**Run 1: PDN straps and rails**

The bar under the picture is 50 um long. Pins as bars on the die edge.
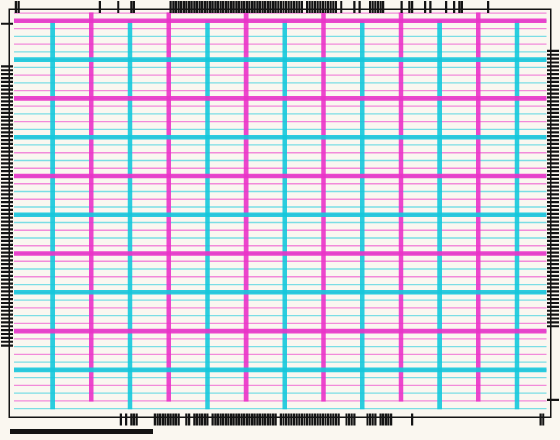
**Run 1: the clock network**

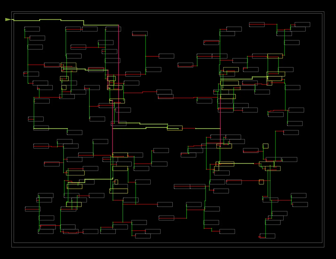
**Run 1: the metal 2 layer**

The bar under the picture is 50 um long.
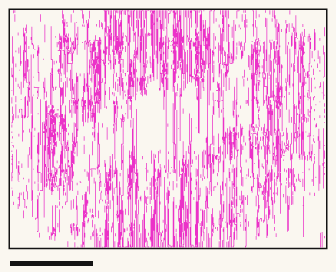
--- src/rtl/id_ex_stage_pkg.sv ---
// Shared constants and types for the ID/EX pipeline register and its operand forwarding.
package id_ex_stage_pkg;

    localparam logic [5:0] ALU_ADD = 6'b000000;
    localparam logic [5:0] ALU_SUB = 6'b000001;
    localparam logic [5:0] ALU_AND = 6'b011000;
    localparam logic [5:0] ALU_OR  = 6'b011110;
    localparam logic [5:0] ALU_XOR = 6'b010110;
    localparam logic [5:0] ALU_NOR = 6'b010001;
    localparam logic [5:0] ALU_A   = 6'b011010;
    localparam logic [5:0] ALU_SLL = 6'b100000;
    localparam logic [5:0] ALU_SRL = 6'b100001;
    localparam logic [5:0] ALU_SRA = 6'b100011;
    localparam logic [5:0] ALU_EQ  = 6'b110011;
    localparam logic [5:0] ALU_NEQ = 6'b110001;
    localparam logic [5:0] ALU_LT  = 6'b110101;
    localparam logic [5:0] ALU_LEZ = 6'b111101;
    localparam logic [5:0] ALU_LTZ = 6'b111011;
    localparam logic [5:0] ALU_GTZ = 6'b111111;

    localparam logic [4:0] REG_ZERO = 5'd0;
    localparam logic [4:0] REG_RA   = 5'd31;

    typedef enum logic [1:0] {
        FWD_REG = 2'b00,
        FWD_WB  = 2'b01,
        FWD_MEM = 2'b10
    } fwd_sel_e;

    typedef enum logic [1:0] {
        EX_LOAD   = 2'b00,
        EX_HOLD   = 2'b01,
        EX_BUBBLE = 2'b10
    } ex_action_e;

    // Flush beats an external stall, which beats a load-use bubble.
    function automatic ex_action_e ex_next_action(
        input logic flush,
        input logic stall,
        input logic load_use,
        input logic id_valid
    );
        if (flush)
            return EX_BUBBLE;
        if (stall)
            return EX_HOLD;
        if (load_use || !id_valid)
            return EX_BUBBLE;
        return EX_LOAD;
    endfunction

endpackage

--- src/rtl/id_ex_stage_fwd_mux.sv ---
// Per-source operand forwarding: picks the youngest in-flight write to the EX source register.
module fwd_mux
    import id_ex_stage_pkg::*;
#(
    parameter int DW = 32,
    parameter int RW = 5
) (
    input  logic          en,
    input  logic [RW-1:0] ex_addr,
    input  logic [DW-1:0] reg_val,
    input  logic          exmem_reg_write,
    input  logic [RW-1:0] exmem_rd,
    input  logic [DW-1:0] exmem_result,
    input  logic          memwb_reg_write,
    input  logic [RW-1:0] memwb_rd,
    input  logic [DW-1:0] memwb_data,
    output logic [DW-1:0] fwd_val,
    output logic [1:0]    fwd_sel
);

    logic hit_mem;
    logic hit_wb;

    always_comb begin
        hit_mem = en && (ex_addr != '0) && exmem_reg_write && (exmem_rd == ex_addr);
        hit_wb  = en && (ex_addr != '0) && memwb_reg_write && (memwb_rd == ex_addr);
        fwd_sel = FWD_REG;
        fwd_val = reg_val;
        if (hit_mem) begin
            fwd_sel = FWD_MEM;
            fwd_val = exmem_result;
        end else if (hit_wb) begin
            fwd_sel = FWD_WB;
            fwd_val = memwb_data;
        end
    end

endmodule

--- src/rtl/id_ex_stage.sv ---
// ID/EX pipeline register with capture-time write-through, EX-time forwarding to the ALU
// operands, and load-use bubble insertion with an upstream stall request.
module id_ex_stage
    import id_ex_stage_pkg::*;
#(
    parameter int DW = 32,
    parameter int RW = 5
) (
    input  logic          clk,
    input  logic          reset,
    input  logic          stall_in,
    input  logic          flush_in,
    input  logic          id_valid,
    input  logic [RW-1:0] id_rs_addr,
    input  logic [RW-1:0] id_rt_addr,
    input  logic [RW-1:0] id_rd_addr,
    input  logic [DW-1:0] id_rs_data,
    input  logic [DW-1:0] id_rt_data,
    input  logic [DW-1:0] id_imm,
    input  logic [4:0]    id_shamt,
    input  logic          id_alusrc_a,
    input  logic          id_alusrc_b,
    input  logic [5:0]    id_alufun,
    input  logic          id_sign,
    input  logic          id_reg_write,
    input  logic          id_mem_read,
    input  logic          id_mem_write,
    input  logic          exmem_reg_write,
    input  logic [RW-1:0] exmem_rd,
    input  logic [DW-1:0] exmem_result,
    input  logic          memwb_reg_write,
    input  logic [RW-1:0] memwb_rd,
    input  logic [DW-1:0] memwb_data,
    output logic [DW-1:0] alu_a,
    output logic [DW-1:0] alu_b,
    output logic [5:0]    alu_fun,
    output logic          alu_sign,
    output logic [DW-1:0] ex_store_data,
    output logic [RW-1:0] ex_rd,
    output logic          ex_reg_write,
    output logic          ex_mem_read,
    output logic          ex_mem_write,
    output logic          ex_valid,
    output logic          stall_req
);

    logic          ex_valid_q,     ex_valid_d;
    logic [RW-1:0] ex_rs_q,        ex_rs_d;
    logic [RW-1:0] ex_rt_q,        ex_rt_d;
    logic [RW-1:0] ex_rd_q,        ex_rd_d;
    logic [DW-1:0] ex_rs_data_q,   ex_rs_data_d;
    logic [DW-1:0] ex_rt_data_q,   ex_rt_data_d;
    logic [DW-1:0] ex_imm_q,       ex_imm_d;
    logic [4:0]    ex_shamt_q,     ex_shamt_d;
    logic          ex_alusrc_a_q,  ex_alusrc_a_d;
    logic          ex_alusrc_b_q,  ex_alusrc_b_d;
    logic [5:0]    ex_alufun_q,    ex_alufun_d;
    logic          ex_sign_q,      ex_sign_d;
    logic          ex_reg_write_q, ex_reg_write_d;
    logic          ex_mem_read_q,  ex_mem_read_d;
    logic          ex_mem_write_q, ex_mem_write_d;

    logic          load_use;
    ex_action_e    action;
    logic [DW-1:0] cap_rs_data;
    logic [DW-1:0] cap_rt_data;
    logic [DW-1:0] fwd_rs;
    logic [DW-1:0] fwd_rt;
    logic [1:0]    rs_sel;
    logic [1:0]    rt_sel;
    logic          unused_fwd_sel;

    // Conservative: a load hits on either source even if the consumer ignores rt.
    always_comb begin
        load_use = ex_valid_q && ex_mem_read_q && (ex_rd_q != '0) && id_valid &&
                   ((ex_rd_q == id_rs_addr) || (ex_rd_q == id_rt_addr));
        stall_req = load_use && !flush_in;
        action    = ex_next_action(flush_in, stall_in, load_use, id_valid);

        // Register file is written in the same cycle it is read; take the write-back value.
        cap_rs_data = id_rs_data;
        cap_rt_data = id_rt_data;
        if (memwb_reg_write && (memwb_rd != '0) && (memwb_rd == id_rs_addr))
            cap_rs_data = memwb_data;
        if (memwb_reg_write && (memwb_rd != '0) && (memwb_rd == id_rt_addr))
            cap_rt_data = memwb_data;
    end

    always_comb begin
        ex_valid_d     = ex_valid_q;
        ex_rs_d        = ex_rs_q;
        ex_rt_d        = ex_rt_q;
        ex_rd_d        = ex_rd_q;
        ex_rs_data_d   = ex_rs_data_q;
        ex_rt_data_d   = ex_rt_data_q;
        ex_imm_d       = ex_imm_q;
        ex_shamt_d     = ex_shamt_q;
        ex_alusrc_a_d  = ex_alusrc_a_q;
        ex_alusrc_b_d  = ex_alusrc_b_q;
        ex_alufun_d    = ex_alufun_q;
        ex_sign_d      = ex_sign_q;
        ex_reg_write_d = ex_reg_write_q;
        ex_mem_read_d  = ex_mem_read_q;
        ex_mem_write_d = ex_mem_write_q;
        case (action)
            EX_BUBBLE: begin
                ex_valid_d     = 1'b0;
                ex_rs_d        = '0;
                ex_rt_d        = '0;
                ex_rd_d        = '0;
                ex_rs_data_d   = '0;
                ex_rt_data_d   = '0;
                ex_imm_d       = '0;
                ex_shamt_d     = '0;
                ex_alusrc_a_d  = 1'b0;
                ex_alusrc_b_d  = 1'b0;
                ex_alufun_d    = '0;
                ex_sign_d      = 1'b0;
                ex_reg_write_d = 1'b0;
                ex_mem_read_d  = 1'b0;
                ex_mem_write_d = 1'b0;
            end
            EX_LOAD: begin
                ex_valid_d     = 1'b1;
                ex_rs_d        = id_rs_addr;
                ex_rt_d        = id_rt_addr;
                ex_rd_d        = id_rd_addr;
                ex_rs_data_d   = cap_rs_data;
                ex_rt_data_d   = cap_rt_data;
                ex_imm_d       = id_imm;
                ex_shamt_d     = id_shamt;
                ex_alusrc_a_d  = id_alusrc_a;
                ex_alusrc_b_d  = id_alusrc_b;
                ex_alufun_d    = id_alufun;
                ex_sign_d      = id_sign;
                ex_reg_write_d = id_reg_write;
                ex_mem_read_d  = id_mem_read;
                ex_mem_write_d = id_mem_write;
            end
            default: ;
        endcase
    end

    always_ff @(posedge clk or negedge reset) begin
        if (!reset) begin
            ex_valid_q     <= 1'b0;
            ex_rs_q        <= '0;
            ex_rt_q        <= '0;
            ex_rd_q        <= '0;
            ex_rs_data_q   <= '0;
            ex_rt_data_q   <= '0;
            ex_imm_q       <= '0;
            ex_shamt_q     <= '0;
            ex_alusrc_a_q  <= 1'b0;
            ex_alusrc_b_q  <= 1'b0;
            ex_alufun_q    <= '0;
            ex_sign_q      <= 1'b0;
            ex_reg_write_q <= 1'b0;
            ex_mem_read_q  <= 1'b0;
            ex_mem_write_q <= 1'b0;
        end else begin
            ex_valid_q     <= ex_valid_d;
            ex_rs_q        <= ex_rs_d;
            ex_rt_q        <= ex_rt_d;
            ex_rd_q        <= ex_rd_d;
            ex_rs_data_q   <= ex_rs_data_d;
            ex_rt_data_q   <= ex_rt_data_d;
            ex_imm_q       <= ex_imm_d;
            ex_shamt_q     <= ex_shamt_d;
            ex_alusrc_a_q  <= ex_alusrc_a_d;
            ex_alusrc_b_q  <= ex_alusrc_b_d;
            ex_alufun_q    <= ex_alufun_d;
            ex_sign_q      <= ex_sign_d;
            ex_reg_write_q <= ex_reg_write_d;
            ex_mem_read_q  <= ex_mem_read_d;
            ex_mem_write_q <= ex_mem_write_d;
        end
    end

    fwd_mux #(.DW(DW), .RW(RW)) u_fwd_rs (
        .en              (ex_valid_q),
        .ex_addr         (ex_rs_q),
        .reg_val         (ex_rs_data_q),
        .exmem_reg_write (exmem_reg_write),
        .exmem_rd        (exmem_rd),
        .exmem_result    (exmem_result),
        .memwb_reg_write (memwb_reg_write),
        .memwb_rd        (memwb_rd),
        .memwb_data      (memwb_data),
        .fwd_val         (fwd_rs),
        .fwd_sel         (rs_sel)
    );

    fwd_mux #(.DW(DW), .RW(RW)) u_fwd_rt (
        .en              (ex_valid_q),
        .ex_addr         (ex_rt_q),
        .reg_val         (ex_rt_data_q),
        .exmem_reg_write (exmem_reg_write),
        .exmem_rd        (exmem_rd),
        .exmem_result    (exmem_result),
        .memwb_reg_write (memwb_reg_write),
        .memwb_rd        (memwb_rd),
        .memwb_data      (memwb_data),
        .fwd_val         (fwd_rt),
        .fwd_sel         (rt_sel)
    );

    // The select codes are only of interest when probing the hierarchy.
    assign unused_fwd_sel = ^{rs_sel, rt_sel};

    assign alu_a         = ex_alusrc_a_q ? {{(DW-5){1'b0}}, ex_shamt_q} : fwd_rs;
    assign alu_b         = ex_alusrc_b_q ? ex_imm_q : fwd_rt;
    assign ex_store_data = fwd_rt;
    assign alu_fun       = ex_alufun_q;
    assign alu_sign      = ex_sign_q;
    assign ex_rd         = ex_rd_q;
    assign ex_valid      = ex_valid_q;
    assign ex_reg_write  = ex_reg_write_q && ex_valid_q;
    assign ex_mem_read   = ex_mem_read_q && ex_valid_q;
    assign ex_mem_write  = ex_mem_write_q && ex_valid_q;

endmodule

--- config.mk ---
export PLATFORM = sky130hd
export DESIGN_NAME = id_ex_stage
export DESIGN_NICKNAME = d
export VERILOG_FILES = /design/src/rtl/id_ex_stage_pkg.sv /design/src/rtl/id_ex_stage_fwd_mux.sv /design/src/rtl/id_ex_stage.sv
export SDC_FILE = /design/constraint.sdc
export NUM_CORES = 1
export LEC_CHECK = 0
export CORE_ASPECT_RATIO = 0.75
export CORE_UTILIZATION = 30
export CTS_CLUSTER_SIZE = 24
export DETAILED_ROUTE_END_ITERATION = 7
export PLACE_DENSITY_LB_ADDON = 0.08
export SLEW_MARGIN = 20
export SYNTH_ARGS = -nofsm -noshare
export SYNTH_HDL_FRONTEND = slang
export SYNTH_SLANG_ARGS = --single-unit
export TNS_END_PERCENT = 30
--- constraint.sdc ---
create_clock -name clk -period 4.25 [get_ports clk]
set_input_delay 0.425 -clock clk [delete_from_list [all_inputs] [get_ports clk]]
set_output_delay 0.425 -clock clk [all_outputs]
set_load 0.005 [all_outputs]
==> Changelog: implementation, run 1 <==
### Changed

- Status: complete, no violations
- Startpoint Class: flip-flop
- End of the worst register-to-register path: ex_rs_data_q[1]
- Leakage: 4.62 nW
- Register-to-Register Path Depth: 6
- Yosys reg bits: 129
- Dominant comb cell: AND-OR/OR-AND gates
- Chip area in the Yosys report: a little under 0.008 mm2
- GRT met3 Usage: 5.94%
- Synth Warn #: 0
- Pwr Total: around 3.7 mW
- Post-synthesis compound-gate area fraction: 21.0%
- Share of cells above drive strength 1: 8.79%
- Placed cell areas: 0.0114 mm2
- Critical Path Stages: 6
- Most frequent logic cell in the layout: clkdlybuf4s50_1
- Main synth FF type: dfrtp_1
- WL met1: 16,500 um
- Largest net degree at the start of global routing: 75
- Net Count, Synth: 1,060
- I/O pin count: 322
- Cycle use final: 93.5%
- Setup Viol. Count Final: 0
- Detailed Route WL: 34,600 um
- Max_cap viols: 0
- PwrDens: 302 mW/mm2
- Final setup margin: between 200 and 300 ps
- Placed Cells incl. Taps: 1,450
- Slowest CP cell: or3_2
- H-tree levels: 4
- RR Startpoint: ex_rd[0]
- DP HPWL: 23,100 um
- FFs w/ async S/R, synth: 100%
- Post-layout util: between 40% and 50%
- FF-to-FF setup slack: roughly 1800 ps
- First-pass GRT wire length: 51,300 um
- Clk_skew: 8.26 ps
- CTS resizes: 0
- Worst path cell trace: or4_1, o21ai_4, or3_2, a31oi_1, mux2_2, clkdlybuf4s50_1
- DR WL met2: 15,200 um
Notes on 'PDN straps and rails' above:
Key: VDD = magenta; VSS = cyan
322 signal pins sit on the boundary. 52 met1 rails follow the rows.

Notes on 'the clock network' above:
# clk buffers: 19
clock sink count: 129
Clock group: 1.68 mW

Notes on 'the metal 2 layer' above:
The layer carries 15,200 um of wire. The layer holds 44% of the routed length. 1,068 nets have wire on it. The longest straight run is 70.7 um. The wires run mostly vertical.

## run 1: power breakdown
part	switching, mW	internal, mW	total (mW)
sequential	0.0454	1.28	1.32
combinational	0.300	0.356	0.656
clock	0.602	1.07	1.68
## run 1: layout make-up
cell class | count | area [um2]
Multi-Input combinational cell | 623 | 4290
Tap cell | 344 | 430
Clock inverter | 13 | 208
Fill cell | 2554 | 13800
Inverter | 8 | 30.0
Timing Repair Buffer | 346 | 3440
Sequential cell | 129 | 3230
Clock buffer | 19 | 453
**Run 1: metal 3**

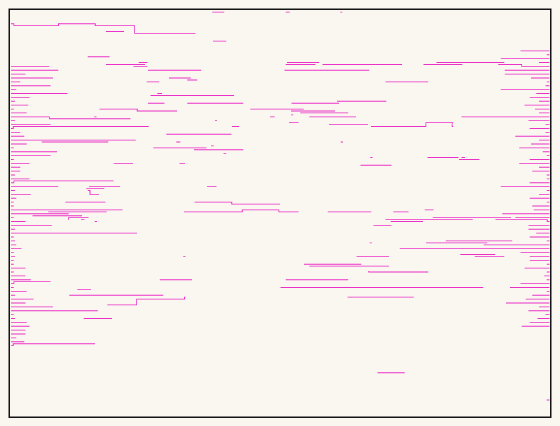

==> inputs of run 2 (changes only) <==
--- a/config.mk
+++ b/config.mk
@@ -11,4 +11,5 @@
 export DETAILED_ROUTE_END_ITERATION = 7
 export PLACE_DENSITY_LB_ADDON = 0.08
+export REMOVE_ABC_BUFFERS = 1
 export SLEW_MARGIN = 20
 export SYNTH_ARGS = -nofsm -noshare
==> constraint.sdc (replaced) <==
create_clock -name clk -period 4.25 [get_ports clk]
set_input_delay 1.0625 -clock clk [delete_from_list [all_inputs] [get_ports clk]]
set_output_delay 1.0625 -clock clk [all_outputs]
set_load 0.005 [all_outputs]
**Run 2: metal 3**

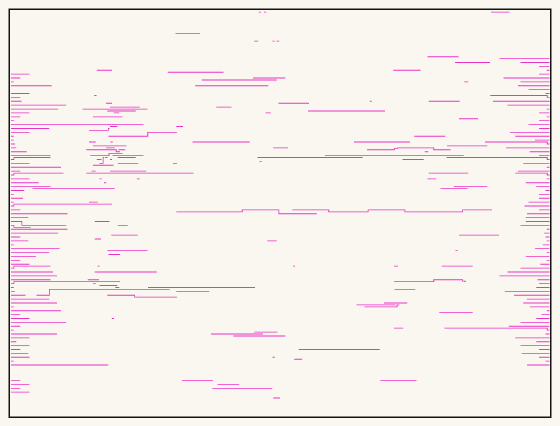
The layer holds 7.4% of the routed length. 216 nets have wire on it. The longest straight run is 48.3 um. The wires run mostly horizontal. The layer carries 2,590 um of wire.

**Run 2: PDN straps and rails**

The bar under the picture is 50 um long. Pins as bars on the die edge.
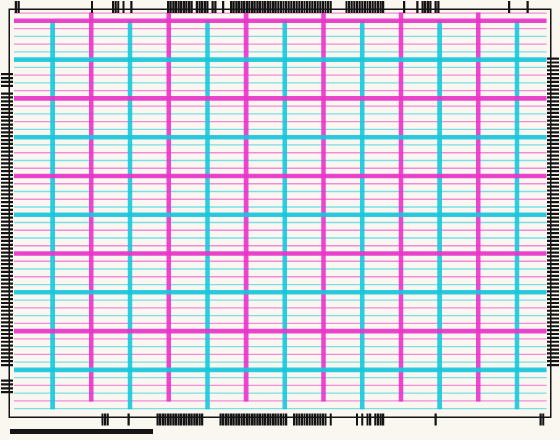
Key: VDD = magenta; VSS = cyan
13 straps on met4. The core has 51 rows.

==> Changelog: implementation, run 2 <==
### Changed

- Status: finished with violations
- Failing checks: setup timing
- Final setup margin: -102 ps (-378 ps)
- Comb_multi_in: 623 (unchanged)
- Largest net degree at the start of global routing: 86 (+15%)
- Storage cell area: 0.00323 mm2 (unchanged)
- Fill cell count: 2,408 (-5.7%)
- Dominant comb cell: AND-OR/OR-AND gates
- Clock power share: 43.8% (-2.1 points)
- Post-layout util: 52.0% (+5.3 points)
- Seq. pwr: 1.32 mW (about the same)
- WL met1: 16,000 um (-3.5%)
- Detailed Route WL: 35,200 um (+1.8%)
- Synth Warn #: 0 (unchanged)
- Combinational gate area: 0.00508 mm2 (+18%)
- DP HPWL: 22,900 um (-0.52%)
- Setup Viol. Count Final: 35 (+35)
- Cycle use final: 102% (+8.9 points)
- Pint: 2.67 mW (-1.3%)
- Clock group: 1.60 mW (-5%)
- RR Startpoint: ex_rd[1]
- Main synth FF type: dfrtp_1
- FF-to-FF setup slack: 2020 ps (+260 ps)
- FFs w/ async S/R, synth: 100% (unchanged)
- I/O pin count: 322 (unchanged)
- Max_cap viols: 0 (unchanged)
- Switch Pwr: 971 uW (+2.5%)
- Sw Ratio: 26.7% (+0.73 points)
- Post-synthesis compound-gate area fraction: 21.0% (unchanged)
- End of the worst register-to-register path: ex_alusrc_a_q
- Comb power frac: 20.0% (+2.0 points)
- Flip-flops: 129 (unchanged)
- First-pass GRT wire length: 53,000 um (+3.4%)
- GRT met3 Usage: 6.80% (+0.86 points)
- Clock buf/inv share: 4.68% (-0.79 points)
- H-tree levels: 4 (unchanged)
- CTS resizes: 156 (+156)
- Clk_skew: 7.91 ps (-0.350 ps)
- Signal buf overhead: 30.1% (+1.7 points)
- Pwr top: the clock network
==> run 2: critical path, stage by stage <==
cell	delay, ps
dlygate4sd2_1	270
buf_6	140
xnor2_2	180
nand4_1	110
buf_4	180
buf_6	150
buf_4	160
o31ai_4	210
a31oi_4	120
mux2_2	270
clkdlybuf4s50_1	440
==> run 2: through the flow <==
step / power, mW / instance area (um2) / std cells / setup WS [ps] / hold WS (ps)
after floorplan: 1.53 / 7490 / 760 / -1600 / 449
after global placement: 2.02 / 11900 / 1509 / -532 / 463
after detailed placement: 2.02 / 11900 / 1509 / -593 / 470
after CTS: 3.66 / 13200 / 1546 / -76.2 / 485
after global routing: 3.79 / 13500 / 1549 / -198 / 515
final: 3.64 / 13500 / 1549 / -102 / 484
No activity file was given, so power comes from the tool's default toggle rates.
